### src/rtl/sdcard_pkg.sv
// ---------------------------------------------------------------------------
// sdcard_pkg
//   Shared types and constants for the SD card sector writer.
//   - cmd_t       : host command encoding
//   - wr_state_t  : writer FSM states
//   - SectorBytes : bytes per sector; IdxW / CntW are the buffer index and
//                   send counter widths (the counter needs one extra bit so
//                   it can hold exactly 512).
// ---------------------------------------------------------------------------
package sdcard_pkg;

    localparam int SectorBytes = 512;
    localparam int IdxW        = 9;
    localparam int CntW        = IdxW + 1;

    localparam logic [CntW-1:0] FullCnt = CntW'(SectorBytes);

    typedef enum logic [1:0] {
        CmdIdle       = 2'd0,
        CmdStartWrite = 2'd1,
        CmdPush       = 2'd2,
        CmdRewind     = 2'd3
    } cmd_t;

    typedef enum logic [2:0] {
        Init,
        Idle,
        Start,
        WaitAccept,
        Write,
        Finish
    } wr_state_t;

endpackage

### src/rtl/sdcard_writer_if.sv
// ---------------------------------------------------------------------------
// sdcard_writer_if
//   Write-port bundle between the sector writer and sd_controller.
//   master (writer)     : drives wr, din, address; samples ready, ready_for_next_byte
//   slave  (controller) : the reverse
// ---------------------------------------------------------------------------
interface sdcard_writer_if;

    logic        wr;
    logic [7:0]  din;
    logic [31:0] address;
    logic        ready_for_next_byte;
    logic        ready;

    modport master (
        output wr, din, address,
        input  ready_for_next_byte, ready
    );

    modport slave (
        input  wr, din, address,
        output ready_for_next_byte, ready
    );

endinterface

### src/rtl/sdcard_sector_buffer.sv
// ---------------------------------------------------------------------------
// sdcard_sector_buffer
//   512 x 8 simple dual-port RAM: one synchronous write port (host side) and
//   one synchronous read port (controller feed). Contents are not reset so
//   the array maps onto block RAM.
//   clk     : clock
//   wr_en   : write strobe
//   wr_addr : write address
//   wr_data : write byte
//   rd_addr : read address (registered read, one cycle latency)
//   rd_data : byte at rd_addr from the previous cycle
// ---------------------------------------------------------------------------
module sdcard_sector_buffer
    import sdcard_pkg::*;
(
    input  logic            clk,
    input  logic            wr_en,
    input  logic [IdxW-1:0] wr_addr,
    input  logic [7:0]      wr_data,
    input  logic [IdxW-1:0] rd_addr,
    output logic [7:0]      rd_data
);

    logic [7:0] mem [SectorBytes];

    always_ff @(posedge clk) begin
        if (wr_en) mem[wr_addr] <= wr_data;
    end

    always_ff @(posedge clk) begin
        rd_data <= mem[rd_addr];
    end

endmodule

### src/rtl/sdcard_writer.sv
// ---------------------------------------------------------------------------
// sdcard_writer
//   Host fills a 512-byte sector buffer one byte per command, then starts a
//   write; the block drives the sd_controller write port, feeding one byte per
//   rising edge of ready_for_next_byte, and reports busy/done/error.
//
//   clk, rst_n     : clock, asynchronous active-low reset
//   command        : 0 idle, 1 start write, 2 push data_in, 3 rewind index
//   sector_address : sector for command 1
//   data_in        : byte stored by command 2
//   buffer_index   : next host write position
//   busy           : initialising or writing; commands ignored while high
//   done           : one-cycle pulse on successful completion
//   error          : sticky timeout / short-transfer flag
//   ctrl           : write port to sd_controller (master side)
// ---------------------------------------------------------------------------
module sdcard_writer
    import sdcard_pkg::*;
#(
    parameter bit          Simulate         = 1'b0,
    parameter int unsigned TimeoutCycles    = 2_000_000,
    parameter int unsigned SimTimeoutCycles = 2_000
) (
    input  logic            clk,
    input  logic            rst_n,
    input  logic [1:0]      command,
    input  logic [31:0]     sector_address,
    input  logic [7:0]      data_in,
    output logic [IdxW-1:0] buffer_index,
    output logic            busy,
    output logic            done,
    output logic            error,
    sdcard_writer_if.master ctrl
);

    localparam int unsigned Limit    = Simulate ? SimTimeoutCycles : TimeoutCycles;
    localparam logic [31:0] LastTick = 32'(Limit - 1);

    wr_state_t       state, state_d;
    cmd_t            cmd;
    logic [CntW-1:0] send_cnt, send_cnt_d;
    logic [31:0]     timer, timer_d;
    logic            rfnb_q;
    logic            busy_d, done_d, error_d, wr_d;
    logic [7:0]      din_d;
    logic [31:0]     addr_d;
    logic [IdxW-1:0] idx_d;
    logic            active, timeout, rfnb_rise, push_en;
    logic [7:0]      rd_data;

    assign cmd       = cmd_t'(command);
    assign active    = (state == Start) || (state == WaitAccept) || (state == Write);
    assign timeout   = active && (timer == LastTick);
    assign rfnb_rise = ctrl.ready_for_next_byte && !rfnb_q;
    assign push_en   = (state == Idle) && (cmd == CmdPush);

    // The read port continuously prefetches buffer[send_cnt]. Request edges
    // are at least two cycles apart (the strobe must drop in between), so the
    // RAM output has caught up with each increment before the next edge.
    sdcard_sector_buffer u_buf (
        .clk     (clk),
        .wr_en   (push_en),
        .wr_addr (buffer_index),
        .wr_data (data_in),
        .rd_addr (send_cnt[IdxW-1:0]),
        .rd_data (rd_data)
    );

    // State and datapath registers
    always_ff @(posedge clk or negedge rst_n) begin
        if (!rst_n) begin
            state        <= Init;
            busy         <= 1'b1;
            done         <= 1'b0;
            error        <= 1'b0;
            ctrl.wr      <= 1'b0;
            ctrl.din     <= 8'h00;
            ctrl.address <= 32'h0;
            buffer_index <= '0;
            send_cnt     <= '0;
            timer        <= 32'h0;
            rfnb_q       <= 1'b0;
        end else begin
            state        <= state_d;
            busy         <= busy_d;
            done         <= done_d;
            error        <= error_d;
            ctrl.wr      <= wr_d;
            ctrl.din     <= din_d;
            ctrl.address <= addr_d;
            buffer_index <= idx_d;
            send_cnt     <= send_cnt_d;
            timer        <= timer_d;
            rfnb_q       <= ctrl.ready_for_next_byte;
        end
    end

    // Next-state logic; a timeout overrides every other transition.
    always_comb begin
        state_d = state;
        case (state)
            Init:       if (ctrl.ready)           state_d = Idle;
            Idle:       if (cmd == CmdStartWrite) state_d = Start;
            Start:      if (ctrl.ready)           state_d = WaitAccept;
            WaitAccept: if (!ctrl.ready)          state_d = Write;
            Write:      if (ctrl.ready)           state_d = Finish;
            Finish:                               state_d = Idle;
            default:                              state_d = Init;
        endcase
        if (timeout) state_d = Idle;
    end

    // Register next-values. A request edge coinciding with ready rising
    // still loads its byte because the Write branch handles both together.
    always_comb begin
        busy_d     = busy;
        done_d     = 1'b0;
        error_d    = error;
        wr_d       = 1'b0;
        din_d      = ctrl.din;
        addr_d     = ctrl.address;
        idx_d      = buffer_index;
        send_cnt_d = send_cnt;
        timer_d    = active ? timer + 32'd1 : timer;

        case (state)
            Init: if (ctrl.ready) busy_d = 1'b0;
            Idle: begin
                case (cmd)
                    CmdPush:   idx_d = buffer_index + 1'b1;
                    CmdRewind: idx_d = '0;
                    CmdStartWrite: begin
                        addr_d     = sector_address;
                        busy_d     = 1'b1;
                        error_d    = 1'b0;
                        send_cnt_d = '0;
                        timer_d    = 32'h0;
                    end
                    default: ;
                endcase
            end
            Start: wr_d = ctrl.ready;
            Write: begin
                if (rfnb_rise) begin
                    if (send_cnt < FullCnt) begin
                        din_d      = rd_data;
                        send_cnt_d = send_cnt + 1'b1;
                    end else begin
                        din_d = 8'hFF;
                    end
                end
            end
            Finish: begin
                busy_d = 1'b0;
                if (send_cnt == FullCnt) done_d  = 1'b1;
                else                     error_d = 1'b1;
            end
            default: ;
        endcase

        if (timeout) begin
            error_d = 1'b1;
            busy_d  = 1'b0;
            wr_d    = 1'b0;
        end
    end

endmodule
### src/flat_wrapper.sv
// flat-port wrapper written by rule: the top's interface ports become plain ports
module sdcard_writer_flat import sdcard_pkg::*;
#(
    parameter bit          Simulate         = 1'b0,
    parameter int unsigned TimeoutCycles    = 2_000_000,
    parameter int unsigned SimTimeoutCycles = 2_000
)
  (clk, rst_n, command, sector_address, data_in, buffer_index, busy, done, error, ctrl_wr, ctrl_din, ctrl_address, ctrl_ready_for_next_byte, ctrl_ready);
  sdcard_writer_if ctrl_i ();
  input  logic clk;
  input  logic rst_n;
  input  logic [1:0] command;
  input  logic [31:0] sector_address;
  input  logic [7:0] data_in;
  output logic [IdxW-1:0] buffer_index;
  output logic busy;
  output logic done;
  output logic error;
  output wire logic [$bits(ctrl_i.wr)-1:0] ctrl_wr;
  output wire logic [$bits(ctrl_i.din)-1:0] ctrl_din;
  output wire logic [$bits(ctrl_i.address)-1:0] ctrl_address;
  input wire logic [$bits(ctrl_i.ready_for_next_byte)-1:0] ctrl_ready_for_next_byte;
  input wire logic [$bits(ctrl_i.ready)-1:0] ctrl_ready;
  assign ctrl_wr = ctrl_i.wr;
  assign ctrl_din = ctrl_i.din;
  assign ctrl_address = ctrl_i.address;
  assign ctrl_i.ready_for_next_byte = ctrl_ready_for_next_byte;
  assign ctrl_i.ready = ctrl_ready;
  sdcard_writer #(.Simulate(Simulate), .TimeoutCycles(TimeoutCycles), .SimTimeoutCycles(SimTimeoutCycles)) u_core (.clk(clk), .rst_n(rst_n), .command(command), .sector_address(sector_address), .data_in(data_in), .buffer_index(buffer_index), .busy(busy), .done(done), .error(error), .ctrl(ctrl_i));
endmodule
### config.mk
export PLATFORM = sky130hd
export DESIGN_NAME = sdcard_writer_flat
export DESIGN_NICKNAME = d
export VERILOG_FILES = /design/src/rtl/sdcard_pkg.sv /design/src/rtl/sdcard_writer_if.sv /design/src/rtl/sdcard_sector_buffer.sv /design/src/rtl/sdcard_writer.sv /design/src/flat_wrapper.sv
export SDC_FILE = /design/constraint.sdc
export NUM_CORES = 2
export LEC_CHECK = 0
export CAP_MARGIN = 20
export CORE_MARGIN = 2
export CORE_UTILIZATION = 57
export CTS_BUF_LIST = sky130_fd_sc_hd__clkbuf_16
export DETAILED_ROUTE_END_ITERATION = 16
export GPL_TIMING_DRIVEN = 1
export PLACE_DENSITY = 0.73
export SLEW_MARGIN = 20
export SYNTH_ARGS = -nofsm -noshare
export SYNTH_HDL_FRONTEND = slang
export SYNTH_SLANG_ARGS = --single-unit
### constraint.sdc
create_clock -name clk -period 2.8 [get_ports clk]
set_input_delay 0.42 -clock clk [delete_from_list [all_inputs] [get_ports clk]]
set_output_delay 0.42 -clock clk [all_outputs]
set_load 0.01 [all_outputs]
**I/O nets highlighted**

Scale: 1 px per um.
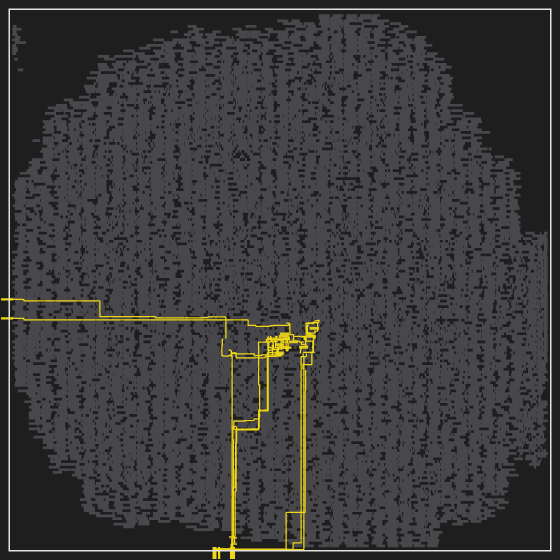
port	colour	direction	end cells	buffers	wire
buffer_index	yellow	output	9	12	3010 um

**Signal wires by layer**

Scale: 1 px per um.
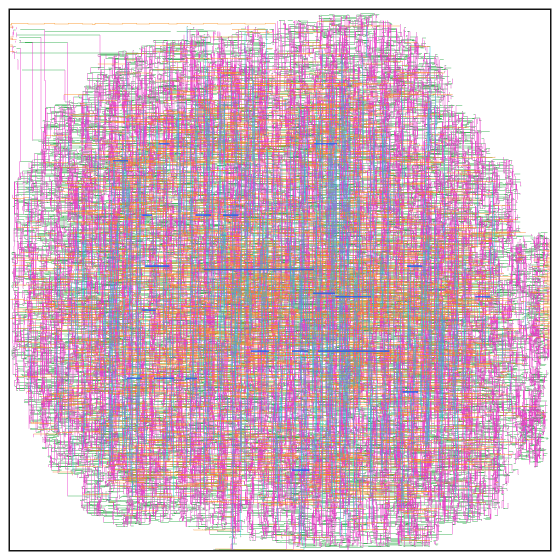
layer	colour	wire length
metal 4	cyan	40.0 mm
metal 1	green	169 mm
metal 5	blue	479 um
metal 3	orange	71.9 mm
metal 2	magenta	232 mm
routed length per instance: 36.9 um
Routed WL: 513000 um

**Where the registers sit**

Scale: 1 px per um.
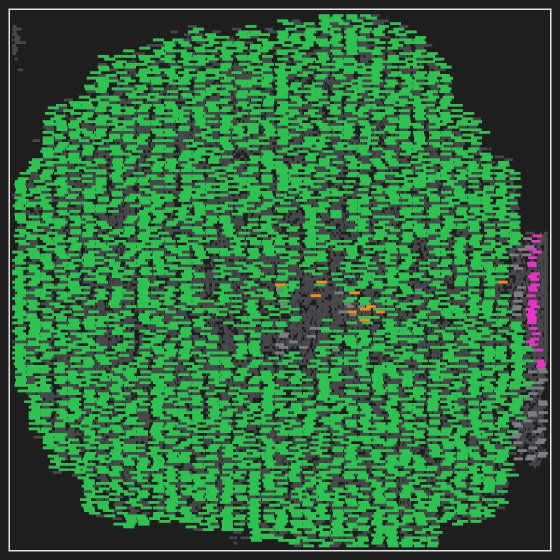
netlist name	colour	flops
u_core.send_cnt	orange	10
u_core.u_buf.mem	green	4096
u_core.ctrl.address	magenta	32

==> run notes <==
impl run done, here's what came out: mi-comb count=3296, ys async rst share=2.36%, Final setup viols=150, Logic pwr share=15.5%, hold_buf cts=43, Worst Max-Slew Pin Slew=1.20 ns, post-synthesis instance area=164000 sq um, flop2flop setup slack=-0.63 ns, clock buf count=408, Mux area share=14.9%, Inst Count DP=13000, Worst Setup SP=u_core.send_cnt[2], syn_nets=8039, met3 wire length=71900 um, met1 usage in global routing=44.8%, outcome=complete, but fails checks, Latency at later pin=1.01 ns, Die X=540 um, CTS buffer count=406, Top area cell types=edfxtp_1 (75%), mux4_2 (13%), mux2i_1 (1.7%), number of global-route vias before repair=94200, Final WS setup=-0.629 ns, crit path max fanout=11, failing checks=negative setup slack
No activity file was given, so power comes from the tool's default toggle rates.
